`config.mk`:
```
export PLATFORM = sky130hd
export DESIGN_NAME = edge_event_arbiter
export DESIGN_NICKNAME = d
export VERILOG_FILES = /design/src/rtl/edge_event_arbiter.sv
export SDC_FILE = /design/constraint.sdc
export NUM_CORES = 1
export LEC_CHECK = 0
export ABC_AREA = 0
export CELL_PAD_IN_SITES_DETAIL_PLACEMENT = 1
export CELL_PAD_IN_SITES_GLOBAL_PLACEMENT = 1
export CORE_MARGIN = 1.5
export CORE_UTILIZATION = 42
export CTS_CLUSTER_DIAMETER = 50
export DETAILED_ROUTE_END_ITERATION = 8
export GPL_ROUTABILITY_DRIVEN = 0
export PLACE_DENSITY_LB_ADDON = 0.08
export SLEW_MARGIN = 20
export SYNTH_ARGS = -nofsm -noshare
export SYNTH_HDL_FRONTEND = slang
export SYNTH_SLANG_ARGS = --single-unit
export TNS_END_PERCENT = 30
```
`constraint.sdc`:
```
create_clock -name clk -period 3 [get_ports clk]
set_clock_uncertainty 0.15 [all_clocks]
set_input_delay 0.75 -clock clk [delete_from_list [all_inputs] [get_ports clk]]
set_output_delay 0.75 -clock clk [all_outputs]
set_load 0.02 [all_outputs]
```
`src/rtl/edge_event_arbiter.sv`:
```
// Multi-channel edge-event front end: synchronises async inputs, latches qualified edges as
// pending events and serialises them round-robin onto a single valid/ready event port.
module edge_event_arbiter #(
  parameter int unsigned N_CH        = 4,
  parameter int unsigned IDX_W       = $clog2(N_CH),
  parameter int unsigned SYNC_STAGES = 2,
  parameter int unsigned EDGE_MODE   = 0
) (
  input  logic             clk,
  input  logic             rst_n,
  input  logic [N_CH-1:0]  sig_in,
  input  logic [N_CH-1:0]  en,
  output logic             evt_valid,
  input  logic             evt_ready,
  output logic [IDX_W-1:0] evt_ch,
  output logic             evt_pol,
  output logic [N_CH-1:0]  pending,
  output logic [N_CH-1:0]  ovf,
  input  logic [N_CH-1:0]  ovf_clr
);

  typedef enum logic [0:0] {StIdle, StOffer} state_e;

  localparam logic UseRise = (EDGE_MODE != 1);
  localparam logic UseFall = (EDGE_MODE != 0);

  logic [SYNC_STAGES-1:0][N_CH-1:0] sync_q;
  logic [N_CH-1:0]                  sync_last;
  logic [N_CH-1:0]                  dly_q;
  logic [N_CH-1:0]                  rise_q, fall_q;
  logic [N_CH-1:0]                  qual_edge;
  logic [N_CH-1:0]                  pending_q, pending_d;
  logic [N_CH-1:0]                  pend_pol_q, pend_pol_d;
  logic [N_CH-1:0]                  ovf_q, ovf_d;
  logic [N_CH-1:0]                  cand;
  logic [N_CH-1:0]                  load_vec;
  state_e                           state_q;
  logic                             evt_valid_q;
  logic [IDX_W-1:0]                 evt_ch_q;
  logic                             evt_pol_q;
  logic [IDX_W-1:0]                 rr_ptr_q;
  logic [IDX_W-1:0]                 ch_next;
  logic [IDX_W-1:0]                 search_base;
  logic [IDX_W-1:0]                 probe;
  logic [IDX_W-1:0]                 win_idx;
  logic                             win_found;
  logic                             handshake;
  logic                             load;

  assign sync_last = sync_q[SYNC_STAGES-1];

  // Edge pulses are registered, adding one cycle between the sync chain and the pending flags.
  always_ff @(posedge clk or negedge rst_n) begin
    if (!rst_n) begin
      sync_q <= '0;
      dly_q  <= '0;
      rise_q <= '0;
      fall_q <= '0;
    end else begin
      sync_q[0] <= sig_in;
      for (int unsigned s = 1; s < SYNC_STAGES; s++) begin
        sync_q[s] <= sync_q[s-1];
      end
      dly_q  <= sync_last;
      rise_q <= sync_last & ~dly_q;
      fall_q <= ~sync_last & dly_q;
    end
  end

  assign qual_edge = ((rise_q & {N_CH{UseRise}}) | (fall_q & {N_CH{UseFall}})) & en;

  // Disabled channels are never granted, so a flush and a grant cannot collide.
  assign cand      = pending_q & en;
  assign handshake = evt_valid_q & evt_ready;
  assign ch_next   = IDX_W'((32'(evt_ch_q) + 32'd1) % N_CH);
  assign search_base = (state_q == StOffer) ? ch_next : rr_ptr_q;

  always_comb begin
    win_found = 1'b0;
    win_idx   = '0;
    probe     = '0;
    for (int unsigned k = 0; k < N_CH; k++) begin
      probe = IDX_W'((32'(search_base) + k) % N_CH);
      if (!win_found && cand[probe]) begin
        win_found = 1'b1;
        win_idx   = probe;
      end
    end
  end

  assign load = win_found & ((state_q == StIdle) | handshake);

  always_comb begin
    load_vec = '0;
    if (load) begin
      load_vec[win_idx] = 1'b1;
    end
  end

  // A new edge on the channel being granted re-arms it; otherwise an edge on a busy channel
  // is dropped and flagged, keeping the older event and its polarity.
  always_comb begin
    pending_d  = pending_q;
    pend_pol_d = pend_pol_q;
    ovf_d      = ovf_q;
    for (int unsigned i = 0; i < N_CH; i++) begin
      if (!en[i]) begin
        pending_d[i] = 1'b0;
      end else if (qual_edge[i] && (!pending_q[i] || load_vec[i])) begin
        pending_d[i]  = 1'b1;
        pend_pol_d[i] = rise_q[i];
      end else if (load_vec[i]) begin
        pending_d[i] = 1'b0;
      end

      if (qual_edge[i] && pending_q[i] && !load_vec[i]) begin
        ovf_d[i] = 1'b1;
      end else if (ovf_clr[i]) begin
        ovf_d[i] = 1'b0;
      end
    end
  end

  always_ff @(posedge clk or negedge rst_n) begin
    if (!rst_n) begin
      pending_q  <= '0;
      pend_pol_q <= '0;
      ovf_q      <= '0;
    end else begin
      pending_q  <= pending_d;
      pend_pol_q <= pend_pol_d;
      ovf_q      <= ovf_d;
    end
  end

  always_ff @(posedge clk or negedge rst_n) begin
    if (!rst_n) begin
      state_q     <= StIdle;
      evt_valid_q <= 1'b0;
      evt_ch_q    <= '0;
      evt_pol_q   <= 1'b0;
      rr_ptr_q    <= '0;
    end else begin
      unique case (state_q)
        StIdle: begin
          if (load) begin
            evt_ch_q    <= win_idx;
            evt_pol_q   <= pend_pol_q[win_idx];
            evt_valid_q <= 1'b1;
            state_q     <= StOffer;
          end
        end
        StOffer: begin
          if (handshake) begin
            rr_ptr_q <= ch_next;
            if (load) begin
              evt_ch_q  <= win_idx;
              evt_pol_q <= pend_pol_q[win_idx];
            end else begin
              evt_valid_q <= 1'b0;
              state_q     <= StIdle;
            end
          end
        end
        default: begin
          state_q     <= StIdle;
          evt_valid_q <= 1'b0;
        end
      endcase
    end
  end

  assign evt_valid = evt_valid_q;
  assign evt_ch    = evt_ch_q;
  assign evt_pol   = evt_pol_q;
  assign pending   = pending_q;
  assign ovf       = ovf_q;

endmodule

```
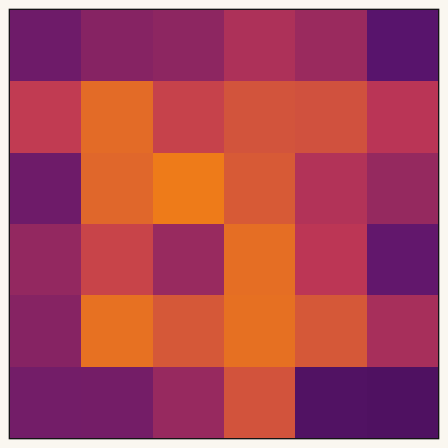
*Local utilization, run 1*
6 x 6 tiles, from black (low) to pale yellow (high), 0 to 100% covered.
mean over tiles: 47%
fullest tile: 70%

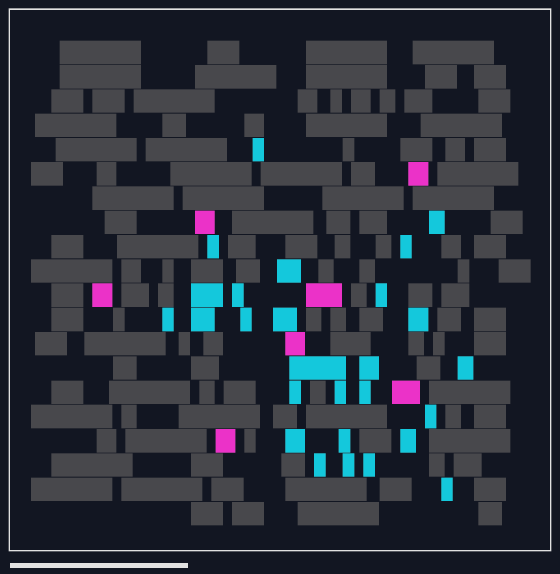
*Gate families picked out, run 1*
Bar = 20 um.
[and/or cells] magenta | cells: 7 | most used: and2_1
[nand cells] cyan | cells: 27 | most used: nand2_1
Top cell excl fill/tap: dfrtp_1
combinational share of cell area: 27.6%

==> flow_summary.toml, run 1 <==
# generated from flow reports
[cells_and_area]
fin_nets = 166
layout_top_cells = "35 x dfrtp_1, 26 x clkdlybuf4s50_1, 16 x nand2_1"
final.fill_count = 364
area_growth_pct = 26.7
antenna_cells = 0
combGateArea_um2 = 487
drive_gt1_share_pct = 7.89
stdcell_area_mm2 = 0.00176
register_area_um2 = 876

[floorplan]
io_pins = 27
fp-row-count = 20
die_height_um = 60.5
chipWidth_um = 60.5
chip_area_mm2 = 0.00366
core_util_floorplan_pct = 44.8

[global_routing]
grt_usage_pct = 18.3
overflow = 0
grt_pass1_vias = 1071
grt_max_degree = 36
antenna_found_initial = 0
grt_pass1_wl_um = 4790

[worst_setup_path]
rr_worst_depth = 6
required_ns = 3.08
slowest_stage = "clkdlybuf4s50_1"
crit_path_end_kind = "flip-flop"
max_stage_delay_ns = 0.51
worstPathArrival_ns = 2.59
r2r_setup_slack_ns = 0.83
path_cells = "clkdlybuf4s50_1 -> nand2_1 -> a21boi_1 -> or3b_4 -> nand3_4 -> nand3b_1 -> a32o_1"
crit_fanout = 7
worstSetupStartpointType = "input pin"
crit_type = "input pin to flip-flop"

[timing]
max_freq_ghz = 0.399
slew_violations = 0
slew_headroom_pct = 71.0
hold_violations = 0
worstMarginPinSlew_ns = 0.436
grt_setup_unrepaired = "no"
tns_ns = 0
finalCritPeriodShare_pct = 83.6
setup_violations = 0
period_needed_ns = 2.51

[detailed_routing]
drc = 0
drt-wirelength-per-cell_um = 14.4
antenna_left = 0
dr.pass1.iters = 4
drtIter0Drc = 48
vias_per_cell = 5.13

[hold_path]
min_path_cells = 0
hold_class = "flip-flop to flip-flop"

[place]
dp_hpwl_um = 2040
place.port_buffers = 26
dp.cells = 188
dpl_cell_area_mm2 = 0.00171

[logic_synthesis]
syn_area_per_cell_um2 = 11.8
synth_top_area_share_pct = 63.0
ff_type = "dfrtp_1"
postSynthCellCount = 118
topCellsByArea = "dfrtp_1 63%, nand2_1 4.3%, nor2b_1 2.3%"
syn_area_mm2 = 0.00139
enable_flop_cells = 0
synth_nets = 133
ys.flops = 35
top_area_cell = "dfrtp_1"
yosys.stat.chipArea_mm2 = 0.00139
postSynthSeqShare_pct = 63.0
synthArstFlopShare_pct = 100
ys_types = 35
ys_cells = 118
yosys_warnings = 0

[power_and_ir_drop]
power_density_mw_per_mm2 = 696
p_total_mw = 1.23
p_leak_nw = 0.771
ir_worst_vdd_mv = 0.264

[clock_network]
clkTransAtPathRegs_ns = 0.10
numClockSinks = 35
ctsHoldBuffers = 0
post_cts_buffers = 0
clockRootBuffer = "clkbuf_4"
htree_levels = 2
clk_latency_ns = 0.34
cts_tree = "done"
clock_path_buffers = 2
numCtsBuffers = 5
cts_resized = 0

[job]
tool_warnings = 26
cap_violations = 0

[status]
status = "complete, no violations"
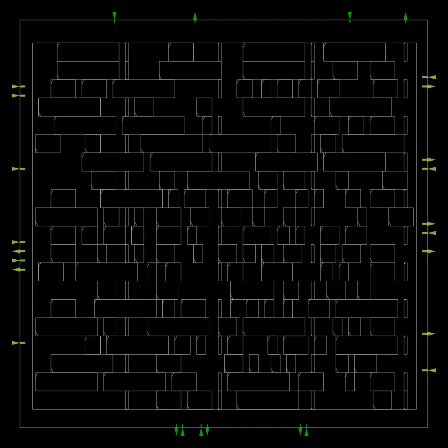
*Cell outlines without signal wires, run 1*
core footprint: 0.00310 mm2
Finished Layout Cells: 196

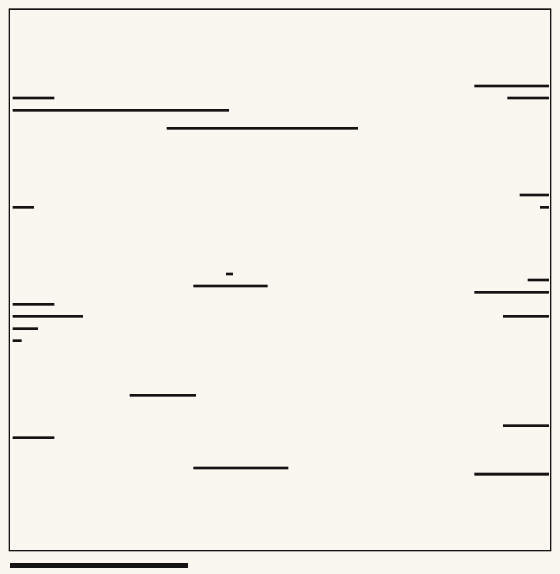
*Met3 routing, run 1*
Bar = 20 um.
wire length on this layer: 141 um
main direction: horizontal
nets with wire on the layer: 18
share of all routed wire: 5.0%
longest straight run: 23.9 um
met3 GRT Util: 5.97%
via count: 1,005
final wirelength: 2820 um

run 1: final cells by class:
class | instances | share of cell area (%)
inverter | 6 | 1.28
clock inverter | 2 | 0.710
tap | 44 | 3.12
multi-input combinational | 76 | 27.6
sequential | 35 | 49.7
clock buffer | 6 | 2.34
timing repair buffer | 27 | 15.2
run 1: sequential cells by signal, indices dropped and copies added, names as in the netlist, 2 cells and up:
| name | cells |
|---|---|
| rise_q | 4 |
| pending | 4 |
| ovf | 4 |
| rr_ptr_q | 2 |
| dly_q | 4 |
| sync_last | 4 |
| evt_ch | 2 |
| pend_pol_q | 4 |
| sync_q | 4 |
run 1: path summary, 6_finish.rpt:
path	startpoint	to
min reg2reg	sync_q[2]	sync_last[2]
max	en[3]	ovf[1]
min in group asynchronous	rst_n	ovf[2]
max in group asynchronous	rst_n	pend_pol_q[1]
min	sync_q[2]	sync_last[2]
max reg2reg	evt_ch[0]	ovf[2]
run 1: per-layer routing:
metal	share of wire, %	up-vias	global-route usage [%]
met1	43	494	22.7
met2	50	22	29.7
met3	5.0	7	5.97
met4	2.0	0	8.07
li1	-	482	-
met5	0	-	0
run 1: synthesized netlist by cell type (all sizes together) (2+ instances only):
cell    count
nor2b       5
nand2      16
o21ai       7
a32o        2
nand3       5
a22o        3
nand3b      3
mux2i       2
a31oi       3
inv         6
o31ai       2
and2        4
a21oi       6
nand2b      3
dfrtp      35
run 1: where the power goes:
part           leakage, nW  internal [mW]  total [mW]  switching (mW)
Clock               0.0282         0.0903       0.246           0.156
Combinational        0.314          0.169       0.350           0.181
Sequential           0.429          0.547       0.630          0.0826
run 1: cells by family (layout without fill, tap and decap cells):
| kind of cell | count (synthesis) | count (layout) | synth area share [%] |
|---|---|---|---|
| AND-OR/OR-AND | 31 | 31 | 15.5 |
| XOR/XNOR | 1 | 1 | 0.630 |
| buffers and inverters | 7 | 41 | 1.98 |
| flip-flops | 35 | 35 | 63.0 |
| multiplexers | 2 | 2 | 1.44 |
| AND/OR/NAND/NOR | 42 | 42 | 17.5 |
run 1: worst max-delay path: cells and delay by family:
kind | cells | cell delay, ns
buffers and inverters | 1 | 0.51
AOI/OAI and AO/OA | 2 | 0.50
and+or+nand+nor | 4 | 0.82
run 1: stage by stage:
stage / hold slack [ns] / utilization (%) / setup WS (ns)
after floorplan: 0.181 / - / 0.858
after global placement: 0.182 / 55.0 / 0.232
after detailed placement: 0.192 / 55.0 / 0.159
after CTS: 0.218 / 56.8 / 0.508
after global routing: 0.223 / 56.8 / 0.356
final: 0.216 / 56.8 / 0.493
### Port wiring, run 1

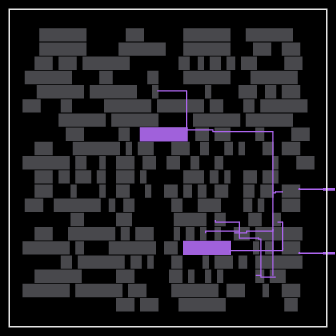

==> run 2, diff against run 1 <==
--- a/config.mk
+++ b/config.mk
@@ -9,7 +9,7 @@
 export CELL_PAD_IN_SITES_DETAIL_PLACEMENT = 1
 export CELL_PAD_IN_SITES_GLOBAL_PLACEMENT = 1
 export CORE_MARGIN = 1.5
-export CORE_UTILIZATION = 42
+export CORE_UTILIZATION = 36
 export CTS_CLUSTER_DIAMETER = 50
 export DETAILED_ROUTE_END_ITERATION = 8
 export GPL_ROUTABILITY_DRIVEN = 0
==> constraint.sdc (replaced) <==
create_clock -name clk -period 2.3 [get_ports clk]
set_clock_uncertainty 0.15 [all_clocks]
set_input_delay 0.575 -clock clk [delete_from_list [all_inputs] [get_ports clk]]
set_output_delay 0.575 -clock clk [all_outputs]
set_load 0.02 [all_outputs]
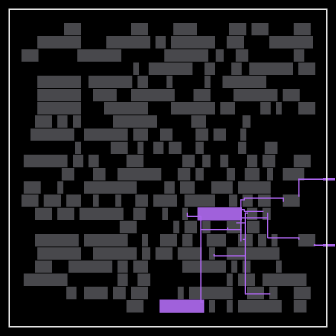
*Port wiring, run 2*
[evt_ch] purple | bits: 2 | direction: output | edge: right | end cells: 2 | buffers: 2 | wire: 113 um

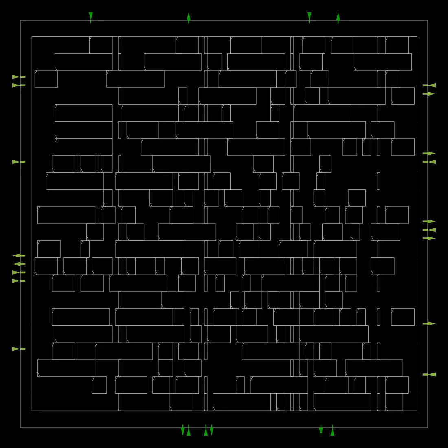
*Cell outlines without signal wires, run 2*
flop share of the area: 45.0%
post-layout util: 52.8%

==> run 2 against run 1 <==
Die area rose by 16%. Sequential share of layout area is 4.8 points lower. Largest power group unchanged. Wire length grew 9.4%. Critical path type unchanged. Synthesized cell count unchanged. Largest cell class unchanged. Critical endpoint unchanged. Utilization fell by 4.0 points. Setup slack worse by 0.35 ns.
==> flow_summary.toml, run 2 <==
# generated from flow reports
[cells_and_area]
layout_top_cells = "35 x dfrtp_1, 25 x clkdlybuf4s50_1, 15 x nand2_1"
fin_nets = 177
antenna_cells = 0
final.fill_count = 398
fin_cells = 211
combGateArea_um2 = 504
area_growth_pct = 40.1

[logic_synthesis]
postSynthSeqShare_pct = 63.0
yosys.stat.chipArea_mm2 = 0.00139
ys_types = 35
ys_cells = 118
synth_top_area_share_pct = 63.0
postSynthCellCount = 118
common_cells = "35 x dfrtp_1, 16 x nand2_1, 6 x a21oi_1, 6 x inv_1, 6 x o21ai_0"
ys.flops = 35
syn_area_per_cell_um2 = 11.8
synthArstFlopShare_pct = 100
enable_flop_cells = 0
yosys_warnings = 0

[worst_setup_path]
crit_path_end_kind = "flip-flop"
critPathBufInv = 1
r2r-start = "state_q"
crit_type = "input pin to flip-flop"
crit_family = "simple AND/OR/NAND/NOR gates"
rr_worst_depth = 6
slowest_stage = "clkdlybuf4s50_1"
required_ns = 2.32
rr_endpoint = "ovf[1]"
path_cells = "clkdlybuf4s50_1 -> and2_0 -> nand3b_1 -> and2_1 -> nand3b_1 -> a32o_1"

[place]
dp.cells = 202
place.port_buffers = 26
dp_slack_ns = -0.299

[detailed_routing]
vias_per_cell = 5.11
antenna_left = 0
drt-wirelength-per-cell_um = 14.6
dr.pass1.iters = 4
drtIter0Drc = 54
routed_wirelength_um = 3080

[global_routing]
grt_usage_pct = 17.1
grt_pass1_vias = 1129
grt_pass1_wl_um = 5240
grt_max_degree = 36

[floorplan]
chipWidth_um = 65.1
io_pins = 27
die_height_um = 65.1
chip_area_mm2 = 0.00424

[power_and_ir_drop]
intPower_mw = 1.40
power_density_mw_per_mm2 = 1020
p_sw_mw = 0.585
p_total_mw = 1.99
p_leak_nw = 0.879
ir_worst_vdd_mv = 0.428
netSwitchingFraction_pct = 29.5

[job]
tool_warnings = 26
cap_violations = 0

[clock_network]
clock_path_buffers = 2
clockRootBuffer = "clkbuf_8"
htree_levels = 2

[timing]
worstMarginPinSlew_ns = 0.451
tns_ns = 0
period_needed_ns = 2.15
setup_ws_ns = 0.147
hold_violations = 0
finalCritPeriodShare_pct = 93.6

[status]
status = "complete, no violations"
==> run 2: cell counts after synthesis <==
Identical to the previous run, type by type.
==> run 2: power by group through the flow <==
stage / clock (mW) / sequential [mW] / combinational (mW)
after global routing: 0.688 / 0.841 / 0.569
after detailed placement: 0 / 0.836 / 0.497
final: 0.649 / 0.821 / 0.515
after CTS: 0.667 / 0.824 / 0.506
after global placement: 0 / 0.826 / 0.478
after floorplan: 0 / 0.845 / 0.254
==> run 2: repair_timing <==
| item | in CTS | in global routing |
|---|---|---|
| hold buffers | 0 | 0 |
| resized | 1 | 4 |
| buffers inserted | 0 | 1 |
| setup endpoints to repair | 1 | 3 |
| pin swaps | 0 | 1 |
==> run 2: layout make-up <==
class | instances | share of cell area, %
inverters | 6 | 1.16
flip-flops and latches | 35 | 45.0
multi-input cells | 76 | 25.9
well taps | 48 | 3.08
repair buffers | 38 | 18.1
clock buffers | 6 | 3.73
clock inverters | 2 | 3.08
==> run 2: routing by layer <==
layer	up-vias	track usage, %	routed length, um
met5	-	0	0
met4	0	9.64	59
met3	5	4.79	117
met2	22	28.6	1540
met1	543	19.9	1370
li1	508	-	-
==> run 2: cell families after synthesis <==
logic type	synth area share (%)
AND-OR/OR-AND	15.5
XOR/XNOR	0.630
buffers and inverters	1.98
flip-flops	63.0
multiplexers	1.44
AND/OR/NAND/NOR	17.5
==> run 2: worst max path at each step <==
stage / endpoint / from / cells after the start
2_1_floorplan: ovf[1] / evt_ch[0] / 6
3_3_place_gp: ovf[1] / en[3] / 7
3_5_place_dp: ovf[1] / en[3] / 7
4_1_cts: ovf[1] / en[3] / 7
5_1_grt: ovf[1] / en[1] / 6
6_report: ovf[1] / en[1] / 6
Power figures rest on the tool's default switching activity, not on a simulated workload.
